`config.mk`:
```
export PLATFORM = sky130hd
export DESIGN_NAME = ac_codeword_packer_flat
export DESIGN_NICKNAME = d
export VERILOG_FILES = /design/src/rtl/ac_vlc_pkg.sv /design/src/rtl/ac_codeword_packer_if.sv /design/src/rtl/ac_code_fifo.sv /design/src/rtl/ac_codeword_packer.sv /design/src/flat_wrapper.sv
export SDC_FILE = /design/constraint.sdc
export NUM_CORES = 1
export LEC_CHECK = 0
export CAP_MARGIN = 20
export CORE_ASPECT_RATIO = 2
export CORE_MARGIN = 3
export CORE_UTILIZATION = 35
export CTS_CLUSTER_SIZE = 14
export DETAILED_ROUTE_END_ITERATION = 8
export SLEW_MARGIN = 20
export SYNTH_ARGS = -nofsm -noshare
export SYNTH_HDL_FRONTEND = slang
export SYNTH_HIERARCHICAL = 1
export SYNTH_SLANG_ARGS = --single-unit
export TNS_END_PERCENT = 50
```
`constraint.sdc`:
```
create_clock -name clock -period 6.7 [get_ports clock]
set_input_delay 0.67 -clock clock [delete_from_list [all_inputs] [get_ports clock]]
set_output_delay 0.67 -clock clock [all_outputs]
set_load 0.005 [all_outputs]
```
`src/rtl/ac_vlc_pkg.sv`:
```
// Shared types and width helpers for the AC codeword packer.
// No logic and no latency.
// No backpressure behaviour.
package ac_vlc_pkg;

  // Bits needed to hold a run or level length of 0..code_w.
  function automatic int calc_len_w(input int code_w);
    return $clog2(code_w + 1);
  endfunction

  // Bits needed to hold an output size of 0..out_w.
  function automatic int calc_sz_w(input int out_w);
    return $clog2(out_w + 1);
  endfunction

  localparam int DEF_CODE_W = 32;
  localparam int DEF_OUT_W  = 64;

  // FIFO entry layout for the default build. The top level declares the
  // same {code, size} layout sized by its own OUT_W.
  typedef struct packed {
    logic [DEF_OUT_W-1:0]             code;
    logic [calc_sz_w(DEF_OUT_W)-1:0]  size;
  } ac_entry_t;

  typedef enum logic [1:0] {
    RUN   = 2'd0,
    DRAIN = 2'd1,
    FLUSH = 2'd2
  } pack_state_t;

endpackage

```
`src/rtl/ac_codeword_packer_if.sv`:
```
// Handshake and data bundle between the VLC encoders, packer and writer.
// No logic and no latency.
// Backpressure is carried by in_ready and out_ready.
interface ac_codeword_packer_if #(
  parameter int CODE_W = 32,
  parameter int OUT_W  = 64
) ();
  localparam int LEN_W = ac_vlc_pkg::calc_len_w(CODE_W);
  localparam int SZ_W  = ac_vlc_pkg::calc_sz_w(OUT_W);

  logic              in_valid;
  logic              in_ready;
  logic [CODE_W-1:0] run_sum;
  logic [LEN_W-1:0]  run_length;
  logic [CODE_W-1:0] level_sum;
  logic [LEN_W-1:0]  level_length;
  logic              flush_req;
  logic              out_valid;
  logic              out_ready;
  logic [OUT_W-1:0]  val;
  logic [SZ_W-1:0]   size_of_bit;
  logic              flush_bit;
  logic              overflow_err;

  // Producer/consumer side that drives codewords in and takes beats out.
  modport master (
    output in_valid, run_sum, run_length, level_sum, level_length,
           flush_req, out_ready,
    input  in_ready, out_valid, val, size_of_bit, flush_bit, overflow_err
  );

  // The packer itself.
  modport slave (
    input  in_valid, run_sum, run_length, level_sum, level_length,
           flush_req, out_ready,
    output in_ready, out_valid, val, size_of_bit, flush_bit, overflow_err
  );
endinterface

```
`src/rtl/ac_code_fifo.sv`:
```
// Synchronous FIFO with one push and a pop of one or two entries per cycle.
// Written entry is visible at head0 the cycle after the push edge.
// Caller must not push when full nor pop more entries than count.
module ac_code_fifo #(
  parameter int DEPTH = 4,
  parameter int WIDTH = 8
) (
  input  logic                   clock,
  input  logic                   reset_n,
  input  logic                   push,
  input  logic [WIDTH-1:0]       push_dat,
  input  logic                   pop1,
  input  logic                   pop2,
  output logic [WIDTH-1:0]       head0,
  output logic [WIDTH-1:0]       head1,
  output logic [$clog2(DEPTH):0] count,
  output logic                   full
);
  localparam int PTR_W = $clog2(DEPTH);
  localparam int CNT_W = PTR_W + 1;

  logic [WIDTH-1:0] mem [DEPTH];
  logic [PTR_W-1:0] wr_ptr;
  logic [PTR_W-1:0] rd_ptr;
  logic [PTR_W-1:0] rd_ptr1;
  logic [CNT_W-1:0] pop_cnt;
  logic [CNT_W-1:0] count_nxt;

  // Pop amount and next occupancy; pointers wrap naturally at DEPTH.
  always_comb begin
    pop_cnt = '0;
    if (pop2) begin
      pop_cnt = CNT_W'(2);
    end else if (pop1) begin
      pop_cnt = CNT_W'(1);
    end
    count_nxt = count + CNT_W'(push) - pop_cnt;
    rd_ptr1   = rd_ptr + 1'b1;
    head0     = mem[rd_ptr];
    head1     = mem[rd_ptr1];
  end

  // Storage array; contents need no reset because count gates every read.
  always_ff @(posedge clock) begin
    if (push) begin
      mem[wr_ptr] <= push_dat;
    end
  end

  // Pointers plus registered count and full flag.
  always_ff @(posedge clock or negedge reset_n) begin
    if (!reset_n) begin
      wr_ptr <= '0;
      rd_ptr <= '0;
      count  <= '0;
      full   <= 1'b0;
    end else begin
      if (push) begin
        wr_ptr <= wr_ptr + 1'b1;
      end
      rd_ptr <= rd_ptr + pop_cnt[PTR_W-1:0];
      count  <= count_nxt;
      full   <= (count_nxt == CNT_W'(DEPTH));
    end
  end
endmodule

```
`src/rtl/ac_codeword_packer.sv`:
```
// Forms run/level codewords, buffers them, merges pairs into one beat, flushes.
// Latency: accepted codeword reaches out_valid one edge later at the earliest.
// in_ready drops when the FIFO is full or while draining/flushing; beats hold under !out_ready.
module ac_codeword_packer
  import ac_vlc_pkg::*;
#(
  parameter int CODE_W  = 32,
  parameter int OUT_W   = 64,
  parameter int DEPTH   = 4,
  parameter int PAIR_EN = 1
) (
  input logic                  clock,
  input logic                  reset_n,
  ac_codeword_packer_if.slave  bus
);
  localparam int LEN_W = calc_len_w(CODE_W);
  localparam int SZ_W  = calc_sz_w(OUT_W);
  localparam int SUM_W = LEN_W + 1;

  typedef struct packed {
    logic [OUT_W-1:0] code;
    logic [SZ_W-1:0]  size;
  } entry_t;
  localparam int ENT_W = $bits(entry_t);

  // Ones below len, zeros from len upward; lengths beyond CODE_W keep every bit.
  function automatic logic [CODE_W-1:0] len_mask(input logic [LEN_W-1:0] len);
    logic [CODE_W-1:0] m;
    for (int i = 0; i < CODE_W; i++) begin
      m[i] = (i < int'(len));
    end
    return m;
  endfunction

  pack_state_t state;
  pack_state_t state_nxt;

  logic [CODE_W-1:0]     run_m;
  logic [CODE_W-1:0]     lvl_m;
  logic [SUM_W-1:0]      size_full;
  logic                  len_err;
  entry_t                push_ent;
  entry_t                head0;
  entry_t                head1;
  logic [$clog2(DEPTH):0] count;
  logic                  full;
  logic                  in_rdy;
  logic                  push;
  logic                  reg_free;
  logic                  do_merge;
  logic                  pop1;
  logic                  pop2;
  logic [SZ_W:0]         pair_size;
  logic [OUT_W-1:0]      merged_code;
  logic                  out_vld_r;
  logic [OUT_W-1:0]      val_r;
  logic [SZ_W-1:0]       size_r;
  logic                  err_r;

  // Codeword former: mask each field to its length, concatenate, clamp on error.
  always_comb begin
    run_m     = bus.run_sum & len_mask(bus.run_length);
    lvl_m     = bus.level_sum & len_mask(bus.level_length);
    size_full = SUM_W'(bus.run_length) + SUM_W'(bus.level_length);
    len_err   = (int'(bus.run_length) > CODE_W) ||
                (int'(bus.level_length) > CODE_W) ||
                (int'(size_full) > OUT_W);
    push_ent.code = (OUT_W'(run_m) << bus.level_length) | OUT_W'(lvl_m);
    push_ent.size = (int'(size_full) > OUT_W) ? SZ_W'(OUT_W) : SZ_W'(size_full);
    in_rdy = reset_n && !full && (state == RUN);
    push   = bus.in_valid && in_rdy;
  end

  ac_code_fifo #(
    .DEPTH (DEPTH),
    .WIDTH (ENT_W)
  ) u_fifo (
    .clock    (clock),
    .reset_n  (reset_n),
    .push     (push),
    .push_dat (push_ent),
    .pop1     (pop1),
    .pop2     (pop2),
    .head0    (head0),
    .head1    (head1),
    .count    (count),
    .full     (full)
  );

  // Pair-merge mux: merge whenever two entries are already present and fit.
  always_comb begin
    reg_free    = !out_vld_r || bus.out_ready;
    pair_size   = (SZ_W+1)'(head0.size) + (SZ_W+1)'(head1.size);
    do_merge    = (PAIR_EN != 0) && (int'(count) >= 2) && (int'(pair_size) <= OUT_W);
    pop2        = reg_free && do_merge;
    pop1        = reg_free && !do_merge && (count != '0);
    merged_code = (head0.code << head1.size) | head1.code;
  end

  // Output register: reload from the FIFO head whenever empty or being consumed.
  always_ff @(posedge clock or negedge reset_n) begin
    if (!reset_n) begin
      out_vld_r <= 1'b0;
      val_r     <= '0;
      size_r    <= '0;
    end else if (reg_free) begin
      if (pop2) begin
        out_vld_r <= 1'b1;
        val_r     <= merged_code;
        size_r    <= pair_size[SZ_W-1:0];
      end else if (pop1) begin
        out_vld_r <= 1'b1;
        val_r     <= head0.code;
        size_r    <= head0.size;
      end else begin
        out_vld_r <= 1'b0;
      end
    end
  end

  // Sticky length error, cleared only by reset.
  always_ff @(posedge clock or negedge reset_n) begin
    if (!reset_n) begin
      err_r <= 1'b0;
    end else if (push && len_err) begin
      err_r <= 1'b1;
    end
  end

  // State register.
  always_ff @(posedge clock or negedge reset_n) begin
    if (!reset_n) begin
      state <= RUN;
    end else begin
      state <= state_nxt;
    end
  end

  // Next state and outputs; the flush beat overrides the (empty) output register.
  always_comb begin
    state_nxt        = state;
    bus.in_ready     = in_rdy;
    bus.out_valid    = out_vld_r;
    bus.val          = val_r;
    bus.size_of_bit  = size_r;
    bus.flush_bit    = 1'b0;
    bus.overflow_err = err_r;
    case (state)
      RUN: begin
        if (bus.flush_req) begin
          state_nxt = DRAIN;
        end
      end
      DRAIN: begin
        if ((count == '0) && reg_free) begin
          state_nxt = FLUSH;
        end
      end
      FLUSH: begin
        bus.out_valid   = 1'b1;
        bus.flush_bit   = 1'b1;
        bus.val         = '0;
        bus.size_of_bit = '0;
        if (bus.out_ready) begin
          state_nxt = RUN;
        end
      end
      default: state_nxt = RUN;
    endcase
  end
endmodule
```
`src/flat_wrapper.sv`:
```
// flat-port wrapper written by rule: the top's interface ports become plain ports
module ac_codeword_packer_flat import ac_vlc_pkg::*;
#(
  parameter int CODE_W  = 32,
  parameter int OUT_W   = 64,
  parameter int DEPTH   = 4,
  parameter int PAIR_EN = 1
)
  (clock, reset_n, bus_in_valid, bus_run_sum, bus_run_length, bus_level_sum, bus_level_length, bus_flush_req, bus_out_ready, bus_in_ready, bus_out_valid, bus_val, bus_size_of_bit, bus_flush_bit, bus_overflow_err);
  ac_codeword_packer_if #(.CODE_W(CODE_W), .OUT_W(OUT_W)) bus_i ();
  input logic clock;
  input logic reset_n;
  input wire logic [$bits(bus_i.in_valid)-1:0] bus_in_valid;
  input wire logic [$bits(bus_i.run_sum)-1:0] bus_run_sum;
  input wire logic [$bits(bus_i.run_length)-1:0] bus_run_length;
  input wire logic [$bits(bus_i.level_sum)-1:0] bus_level_sum;
  input wire logic [$bits(bus_i.level_length)-1:0] bus_level_length;
  input wire logic [$bits(bus_i.flush_req)-1:0] bus_flush_req;
  input wire logic [$bits(bus_i.out_ready)-1:0] bus_out_ready;
  output wire logic [$bits(bus_i.in_ready)-1:0] bus_in_ready;
  output wire logic [$bits(bus_i.out_valid)-1:0] bus_out_valid;
  output wire logic [$bits(bus_i.val)-1:0] bus_val;
  output wire logic [$bits(bus_i.size_of_bit)-1:0] bus_size_of_bit;
  output wire logic [$bits(bus_i.flush_bit)-1:0] bus_flush_bit;
  output wire logic [$bits(bus_i.overflow_err)-1:0] bus_overflow_err;
  assign bus_i.in_valid = bus_in_valid;
  assign bus_i.run_sum = bus_run_sum;
  assign bus_i.run_length = bus_run_length;
  assign bus_i.level_sum = bus_level_sum;
  assign bus_i.level_length = bus_level_length;
  assign bus_i.flush_req = bus_flush_req;
  assign bus_i.out_ready = bus_out_ready;
  assign bus_in_ready = bus_i.in_ready;
  assign bus_out_valid = bus_i.out_valid;
  assign bus_val = bus_i.val;
  assign bus_size_of_bit = bus_i.size_of_bit;
  assign bus_flush_bit = bus_i.flush_bit;
  assign bus_overflow_err = bus_i.overflow_err;
  ac_codeword_packer #(.CODE_W(CODE_W), .OUT_W(OUT_W), .DEPTH(DEPTH), .PAIR_EN(PAIR_EN)) u_core (.clock(clock), .reset_n(reset_n), .bus(bus_i));
endmodule
```
Figure 1. Selected gate families.
Drawn at 1.5 px/µm.
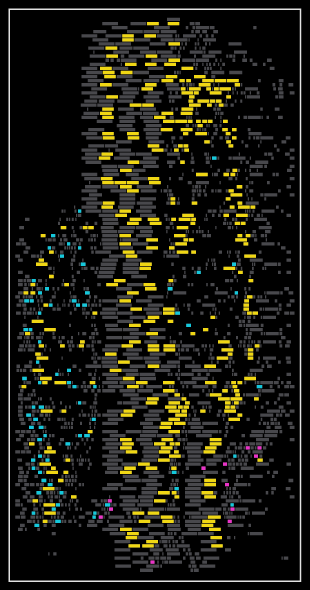
colour	family	cells
yellow	mux cells	338
magenta	xor and xnor cells	12
cyan	non-inverting ao/oa cells	71

Figure 2. Track usage over the die.
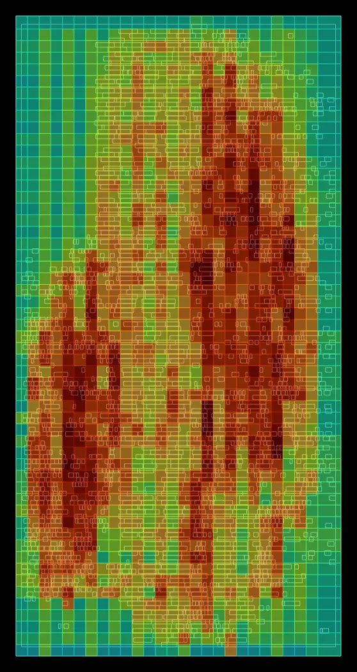
M3 GR Usage: 2.867%
GR Util met1: 29.90%
average wire per standard cell: 32.87 µm
final design utilization: 40.39%
Top Usage Layer GRT: met2

Figure 3. Metal layers overlaid.
Drawn at 1 px/µm. Only two layers are drawn.
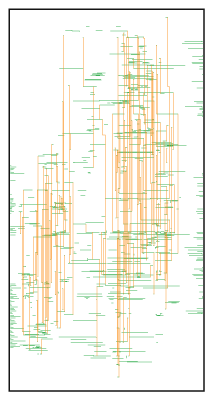
colour	layer	wire length
green	metal 3	5730 µm
orange	metal 4	9880 µm

Figure 4. Close-up of the layout.
Window x 82 to 112, y 251 to 281 µm. Cells in grey, sequential cells in the stronger grey; small squares are vias.
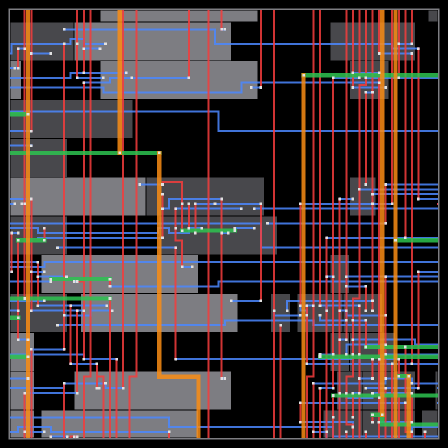
colour	layer
orange	metal 4
red	metal 2
blue	metal 1
green	metal 3
most frequent	edfxtp_1 (7), nand2_1 (3), mux4_2 (3)
netlist names of flops here include	u_core/u_fifo/mem (7)
cells with their middle in the window	24
sequential cells in the window	7

cell families (layout without fill, tap and decap cells):
logic type                 after synthesis  in the layout  share of synthesized area (%)
and+or+nand+nor                        588            588                          11.46
AOI/OAI and AO/OA                      557            557                          15.37
DFF                                    367            367                          43.25
muxes                                  338            338                          24.40
buffers and inverters                  212            300                          3.883
adders and majority gates               22             22                          1.215
xor gates and xnor gates                12             12                         0.4287
critical path: stages, from the launching register on:
cell and delay (ns):
sky130_fd_sc_hd__dfrtp_4 0.59, sky130_fd_sc_hd__mux4_4 0.89, sky130_fd_sc_hd__fa_1 0.50, sky130_fd_sc_hd__a211oi_1 0.48
sky130_fd_sc_hd__nor4b_1 0.11, sky130_fd_sc_hd__nor4b_1 0.45, sky130_fd_sc_hd__a41oi_1 0.19, sky130_fd_sc_hd__or3_1 0.45
sky130_fd_sc_hd__inv_1 0.10, sky130_fd_sc_hd__nand2b_1 0.20, sky130_fd_sc_hd__xnor2_1 0.10, sky130_fd_sc_hd__ha_1 0.22
sky130_fd_sc_hd__fa_1 0.38, sky130_fd_sc_hd__xor2_1 0.24, sky130_fd_sc_hd__mux2_2 0.38
sequential cells by signal, indices dropped and copies added (netlist names):
signal                   count
u_core/bus.overflow_err      1
u_core/out_vld_r             1
u_core/size_r                7
u_core/state                 2
u_core/u_fifo/count          3
u_core/u_fifo/full           1
u_core/u_fifo/mem          284
u_core/u_fifo/rd_ptr         2
u_core/u_fifo/wr_ptr         2
u_core/val_r                64
metrics by stage:
step	cell area (µm²)	setup slack [ns]	util (%)	hold WS (ns)
after floorplan	24520	1.554	-	0.3744
after global placement	26860	1.369	38.87	0.4546
after detailed placement	26860	1.372	38.87	0.4686
after CTS	27900	1.350	40.39	0.08404
after global routing	27910	1.026	40.39	0.1051
final	27910	1.315	40.39	0.08597
power groups by stage:
stage                     Sequential [µW]  Combinational, µW  Clock [µW]
after floorplan                      2980               6050           0
final                                3100               9820        1900
after global placement               3130               9620           0
after detailed placement             3140               9620           0
after global routing                 3140              10300        2020
after CTS                            3100               9640        1950
synth_stat cells (44+ instances only):
master	number
sky130_fd_sc_hd__edfxtp_1	284
sky130_fd_sc_hd__mux4_2	203
sky130_fd_sc_hd__nor2_1	188
sky130_fd_sc_hd__nand2_1	127
sky130_fd_sc_hd__o21ai_0	108
sky130_fd_sc_hd__clkbuf_1	104
sky130_fd_sc_hd__a21oi_1	95
sky130_fd_sc_hd__mux2i_1	88
sky130_fd_sc_hd__o22ai_1	86
sky130_fd_sc_hd__and2_1	83
sky130_fd_sc_hd__dfrtp_1	83
sky130_fd_sc_hd__nor3_1	83
sky130_fd_sc_hd__mux2_2	47
sky130_fd_sc_hd__a211oi_1	44
layer usage:
| metal | track usage (%) | vias up | part of all wire (%) |
|---|---|---|---|
| met5 | 0 | - | 0 |
| met4 | 20.99 | 0 | 9.8 |
| met3 | 2.867 | 324 | 5.7 |
| met2 | 47.17 | 1177 | 51 |
| met1 | 29.90 | 10079 | 34 |
| li1 | - | 8476 | - |
==> changes_impl.md <==
### Changed

- HPWL Detailed: 78140 µm
- Total wire length after detailed routing: slightly above 100000 µm
- All-Layer GR Usage: 27.19%
- Count of clock buffers in the final design: roughly 45
- Die extent in y: 380.3 µm
- Total number of yosys warnings: 6
- Status: finished, final reports clean
- Startpoint of the worst setup timing path: u_core/u_fifo/rd_ptr[1]$_DFF_PN0_
- Diode insertion count for antenna repair: 0
- Core Box Area: 69090 µm²
- Cell taking the most area after synthesis: sky130_fd_sc_hd__edfxtp_1
- Total power draw: between 10000 and 15000 µW
- Most common cell after layout, fill and taps aside: sky130_fd_sc_hd__edfxtp_1
- Core utilization before placement: between 30% and 40%
- Sum of negative setup slack: 0 ns
- Synth Register Bits: approximately 370
- Fill cell instance count of the final layout: approximately 6700
- Period utilization: between 80% and 90%
- Category of the worst setup path capture point: flip-flop
- Type of the worst setup path: flip-flop to flip-flop
- Reg-to-reg critical path endpoint: u_core/u_fifo/full$_DFF_PN0_
- Clk network pwr share: around 13%
- Yosys synthesis chip area: around 25000 µm²
- Actual slew at the worst max-slew pin: roughly 1.2 ns
- #MultiIn Comb: 1517
- Fmax: roughly 0.19 GHz
- Synthesized area per cell: ~12 µm²
- RSZ-0062 raised after global routing: false
- Max-slew headroom: between 10% and 20%
- Number of global-route vias before repair: ~20000
- Synthesized netlist cell count: about 2100
- Synthesized area: 24520 µm²
- Clock slew at reported path FFs: roughly 0.07 ns
- Total grt overflow: 0
- Leakage: approximately 0.0094 µW
- Vias after detailed routing: roughly 20000
- Final max-slew violation count: 0
- Post-Synthesis Net Count: 2199
- Antenna-violating nets left: 0
- CTS resizes: 0
- Leading cell category by total area: logic gates
- Async set or reset register ratio after synthesis: ~23%
- Final setup violating endpoints: 0
- Worst reg2reg setup slack: 1.31 ns
- Length in cells of the worst reg-to-reg path: 14
- P_sw: slightly above 7000 µW
- Global-route wire length before repair: 144200 µm
- Final Wtd Congestion: 1.029
- Top cells by area: sky130_fd_sc_hd__edfxtp_1 35%, sky130_fd_sc_hd__mux4_2 19%, sky130_fd_sc_hd__dfrtp_1 8.5%
- Seq/total area: between 30% and 40%
- Clock network area share: 3.739%
- Post-layout nets: 2266
- Count of warning messages emitted by the tools: 31
- Hold buffers post-CTS: 0
- Register share of total power: a little over a fifth
- Clk Latency, worst-skew pair: between 0.5 and 0.6 ns
- Dominant flop cell: sky130_fd_sc_hd__edfxtp_1
- MI comb area: approximately 13000 µm²
- Average via count per standard cell: 6.510
- Setup crit start kind: flip-flop
- Max cap viols: 0
- First-pass iteration count of the detailed router: 6
- End point of the critical path: u_core/u_fifo/full$_DFF_PN0_
- FF-to-FF Start: u_core/u_fifo/rd_ptr[1]$_DFF_PN0_
- Sinks on Clock Net: between 300 and 400
- First-iteration detailed-routing DRC count: ~2100
- Peak fanout along the critical path: 20
- Post-layout instance count excluding filler cells: between 3000 and 4000
- IO Port Bufs: 155
- Commonest cells after routing, fill and taps aside: 284 x sky130_fd_sc_hd__edfxtp_1, 201 x sky130_fd_sc_hd__mux4_2, 185 x sky130_fd_sc_hd__nor2_1
- Portion of total power attributed to combinational logic: around 66%
- Post-synthesis sequential area ratio: 43.25%
- CTS tree: built
Power is estimated from default activity; no workload was simulated.
